===== config.mk =====
export PLATFORM = sky130hd
export DESIGN_NAME = hls_loop_component
export DESIGN_NICKNAME = d
export VERILOG_FILES = /design/src/rtl/hls_loop_component.sv
export SDC_FILE = /design/constraint.sdc
export NUM_CORES = 1
export LEC_CHECK = 0
export ABC_AREA = 1
export CAP_MARGIN = 10
export CELL_PAD_IN_SITES_DETAIL_PLACEMENT = 0
export CELL_PAD_IN_SITES_GLOBAL_PLACEMENT = 1
export CORE_AREA = 4 4 143 200
export CTS_CLUSTER_DIAMETER = 150
export CTS_CLUSTER_SIZE = 16
export DETAILED_ROUTE_END_ITERATION = 10
export DIE_AREA = 0 0 147 204
export PLACE_DENSITY_LB_ADDON = 0.1
export SLEW_MARGIN = 10
export SYNTH_ARGS = -nofsm -noshare
export SYNTH_HDL_FRONTEND = slang
export SYNTH_SLANG_ARGS = --single-unit

===== constraint.sdc =====
create_clock -name clock -period 3 [get_ports clock]
set_input_delay 0.6 -clock clock [delete_from_list [all_inputs] [get_ports clock]]
set_output_delay 0.6 -clock clock [all_outputs]
set_load 0.02 [all_outputs]

===== src/rtl/hls_loop_component.sv =====
// Call/return accumulate-loop component: each call computes a * n by repeated
// addition and queues the result in an in-order show-ahead return FIFO.
module hls_loop_component #(
  parameter int DATA_W    = 32,
  parameter int CNT_W     = 8,
  parameter int RET_W     = 32,
  parameter int RET_DEPTH = 4,
  localparam int CW = $clog2(RET_DEPTH + 1),
  localparam int PW = (RET_DEPTH > 1) ? $clog2(RET_DEPTH) : 1
) (
  input  logic              clock,
  input  logic              reset,
  input  logic              start,
  output logic              busy,
  input  logic [DATA_W-1:0] arg_a,
  input  logic [CNT_W-1:0]  arg_n,
  output logic              done,
  input  logic              stall,
  output logic [RET_W-1:0]  returndata,
  output logic [CW:0]       pending
);

  typedef enum logic {IDLE, RUN} state_t;

  state_t             state;
  logic [RET_W-1:0]   a_r;
  logic [RET_W-1:0]   acc;
  logic [CNT_W-1:0]   cnt;
  logic [RET_W-1:0]   mem [RET_DEPTH];
  logic [PW-1:0]      rd_ptr;
  logic [PW-1:0]      wr_ptr;
  logic [CW-1:0]      fifo_count;
  logic               accept;
  logic               push;
  logic               pop;

  function automatic logic [PW-1:0] bump(input logic [PW-1:0] p);
    return (p == PW'(RET_DEPTH - 1)) ? '0 : p + PW'(1);
  endfunction

  // A full FIFO blocks new calls, which is what makes overflow impossible.
  assign busy       = reset || (state == RUN) || (fifo_count == CW'(RET_DEPTH));
  assign accept     = start && !busy;
  assign push       = (state == RUN) && (cnt == '0);
  assign done       = (fifo_count != '0);
  assign pop        = done && !stall;
  assign returndata = done ? mem[rd_ptr] : '0;
  assign pending    = {1'b0, fifo_count} + {{CW{1'b0}}, (state == RUN)};

  always_ff @(posedge clock) begin
    if (reset) begin
      state <= IDLE;
      a_r   <= '0;
      acc   <= '0;
      cnt   <= '0;
    end else begin
      case (state)
        IDLE: begin
          if (accept) begin
            a_r   <= RET_W'(arg_a);
            cnt   <= arg_n;
            acc   <= '0;
            state <= RUN;
          end
        end
        RUN: begin
          if (cnt != '0) begin
            acc <= acc + a_r;
            cnt <= cnt - CNT_W'(1);
          end else begin
            state <= IDLE;
          end
        end
        default: state <= IDLE;
      endcase
    end
  end

  always_ff @(posedge clock) begin
    if (!reset && push) begin
      mem[wr_ptr] <= acc;
    end
  end

  // Push and pop in the same cycle leave the count alone; pointers move independently.
  always_ff @(posedge clock) begin
    if (reset) begin
      rd_ptr     <= '0;
      wr_ptr     <= '0;
      fifo_count <= '0;
    end else begin
      if (push) wr_ptr <= bump(wr_ptr);
      if (pop)  rd_ptr <= bump(rd_ptr);
      case ({push, pop})
        2'b10:   fifo_count <= fifo_count + CW'(1);
        2'b01:   fifo_count <= fifo_count - CW'(1);
        default: fifo_count <= fifo_count;
      endcase
    end
  end

endmodule


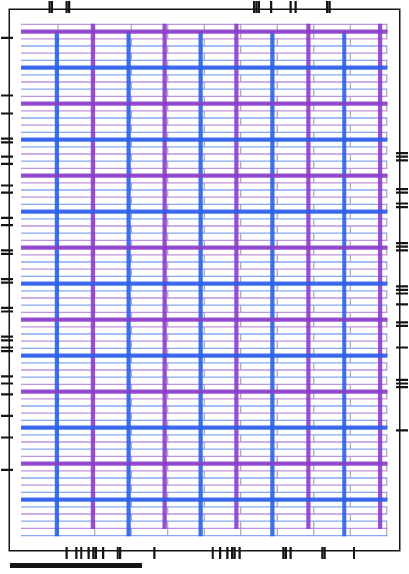
pdn.png
Scale bar: 50 um. Pins as bars on the die edge. Tap cells in gray.
blue -> VSS
purple -> VDD
met4 straps = 10
signal pins = 82

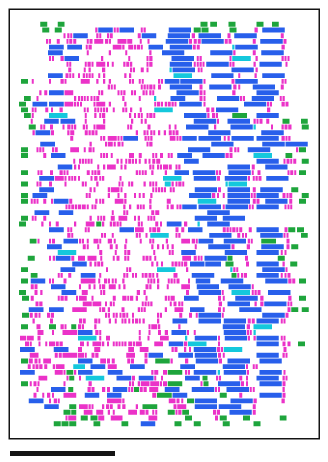
cell_classes.png
Scale bar: 50 um.
magenta -> all other logic  # cells 1033, share of their area 41%
green -> other buffers and delay cells  # cells 99, share of their area 8.7%
cyan -> clock drivers and dummy loads  # cells 29, share of their area 4.1%
blue -> flip-flops  # cells 210, share of their area 46%

==> sequential cells by signal, summed over array words and instances, names as in the netlist, named ones only <==
signal / flops
state: 1
fifo_count: 3
wr_ptr: 2
cnt: 8
acc: 32
rd_ptr: 2
mem: 128
a_r: 32
==> layout by cell type (no fill, tap or decap), drive strengths merged <==
cell           Yosys  layout
nand3             89      89
a21oi             70      70
clkdlybuf4s50      0      81
o22ai              2       2
buf               18      18
clkbuf            24      27
dfxtp             82      82
nor2             184     184
ha                41      41
nand2            356     356
fa                 2       2
o211a              1       1
a21o               1       1
o21ai            100     100
mux2i              1       1
clkinv             1       2
xor2               5       5
nand3b             2       2
xnor2              5       5
a32o               1       1
nand4              4       4
nor3               6       6
inv              150     151
o32ai              1       1
a211oi             1       1
edfxtp           128     128
o21bai             3       3
or2                6       6
nor3b              1       1
==> kinds of logic after synthesis <==
kind of cell             after synthesis  share of synthesized area [%]
AND-OR/OR-AND                        180                           8.84
XOR/XNOR                              10                          0.829
adder cells (fa/ha/maj)               43                           5.24
buffers and inverters                193                           7.37
flip-flops                           210                           51.9
multiplexers                           1                         0.0948
AND/OR/NAND/NOR                      648                           25.7
==> path summary, 6_finish.rpt <==
check	start	end	slack, ps	cells after the start
worst max register to register	acc[0]$_SDFFE_PP0P_	acc[28]$_SDFFE_PP0P_	570	13
worst min-delay path	a_r[23]$_SDFFE_PP0P_	a_r[23]$_SDFFE_PP0P_	470	2
worst min register to register	a_r[23]$_SDFFE_PP0P_	a_r[23]$_SDFFE_PP0P_	470	2
worst max-delay path	flop	returndata[2]	110	5
==> layout make-up <==
class	instances	area share, %
clock buffers	27	3.75
clock inverters	2	0.203
inverters	151	4.60
multi-input cells	882	34.9
flip-flops and latches	210	44.4
well taps	365	3.70
repair buffers	99	8.40
==> run summary <==
Synthesis and place-and-route results.

- The final antenna diode tally reported by the flow is 0.
- The clock drives 210 sinks.
- met2 track demand over resource after global routing is 31.9%.
- The insertion delay at the late pin of the worst-skew pair is 480 ps.
- The worst-path maximum fanout is 30.
- The cell with the most instances after synthesis is sky130_fd_sc_hd__nand2_1.
- Per STA, the highest per-stage delay on the worst path measures 670 ps.
- Setup repair after global routing left no endpoint under its margin.
- Per the synthesis report, the dominant area consumer among library cells is sky130_fd_sc_hd__edfxtp_1.
- STA classifies the critical path endpoint as a primary output.
- After detailed routing, the total wire length is 26000 um.
- The normalized max-slew margin is 63.3%.
- The routed design shows a wire length per standard cell of 15.0 um.
- The run finished with clean final reports.
- The first global-routing pass estimated 42400 um of wire.
- The cell area after layout is 0.0124 mm^2.
- The met3 track demand over resource in global routing is 1.64%.
- The worst setup path is launched from a flop.
- Row generation in the floorplan step produced 71 rows.
- After detailed routing, the met2 layer carries 12900 um of wire.
- The final timing report gives a worst setup slack of 113 ps.
- The accumulated negative setup slack is 0 ps.
- STA on the placed design reports a worst setup slack of 530 ps.
- The smallest clock period supported by the final layout is computed as 2890 ps.
- The power group with the highest consumption is registers.
- The power in the clock group is 2.06 mW.
- The share of total power dissipated in combinational logic is 36.1%.
- The number of warnings in the stage logs is 30.
- The post-CTS hold buffer count recorded in the log is 0.
- The largest individual stage delay along the critical path comes from the cell sky130_fd_sc_hd__clkdlybuf4s50_1.
- The worst-case IR drop observed on VDD is 0.384 mV.
- In this run, the number of DRC markers left after iteration 0 of detailed routing was 361.
- The total global-route track usage is 17.6%.
- The total power density per cell area is 683 mW/mm^2.
- The script extracted a total leakage power of 5.30 nW.
- The final total power is 8.43 mW.
- The script computed the net switching share of total power as 34.8%.
- The clock transition at the registers of the reported paths is 70 ps.
- Summed over all nets, wire length on met3 after detailed routing comes to 721 um.
- The maximum frequency from static timing analysis is 346 MHz.
- The final timing report lists a max-slew violation count of 0.
- Post-CTS timing repair inserted 0 buffers for setup.
- In the synthesized netlist, the cells that appear most often are sky130_fd_sc_hd__nand2_1, sky130_fd_sc_hd__nor2_1, sky130_fd_sc_hd__inv_1, sky130_fd_sc_hd__edfxtp_1, sky130_fd_sc_hd__o21ai_0.
- The root buffer cell is sky130_fd_sc_hd__clkbuf_16.
- The met1 capacity usage during global routing is 22.9%.
- The final route contains 8091 vias.
- The die is 147 um wide.
- The worst setup path is of the reg -> out kind.
- The main area contributors are sky130_fd_sc_hd__edfxtp_1, sky130_fd_sc_hd__dfxtp_1, sky130_fd_sc_hd__nand2_1, sky130_fd_sc_hd__nor2_1, sky130_fd_sc_hd__inv_1.
- The number of warnings reported in the yosys synthesis log is 0.
- The clock network accounts for 24.4% of the total power.
- The finished layout reports a core utilization of 46.2%.
- The layer flagged by global routing as most heavily used is met2.
- Across the whole layout, storage elements account for 0.00549 mm^2.
- Before any placement, the netlist area is recorded as 0.0106 mm^2.
- In this run the worst hold path is classified as reg -> reg.
- Summed over all sequential cells, the power is 3.33 mW.
- In this run the power spent charging and discharging nets is 2.93 mW.
- After layout, the worst path uses 96.2% of the clock period.
- The total clock buffers created by CTS is 17.
- The layout summary lists the proportion of cells stronger than drive strength 1 as 5.25%.
- The final-report hold violation count is 0.
- Synthesis instantiated 45 different standard cells from the library.
- The total of flip-flops plus latches after synthesis is 210.
- The instance count after placement with tap cells included is 1707.
- The number of placed I/O pins is 82.
Power figures rest on the tool's default switching activity, not on a simulated workload.
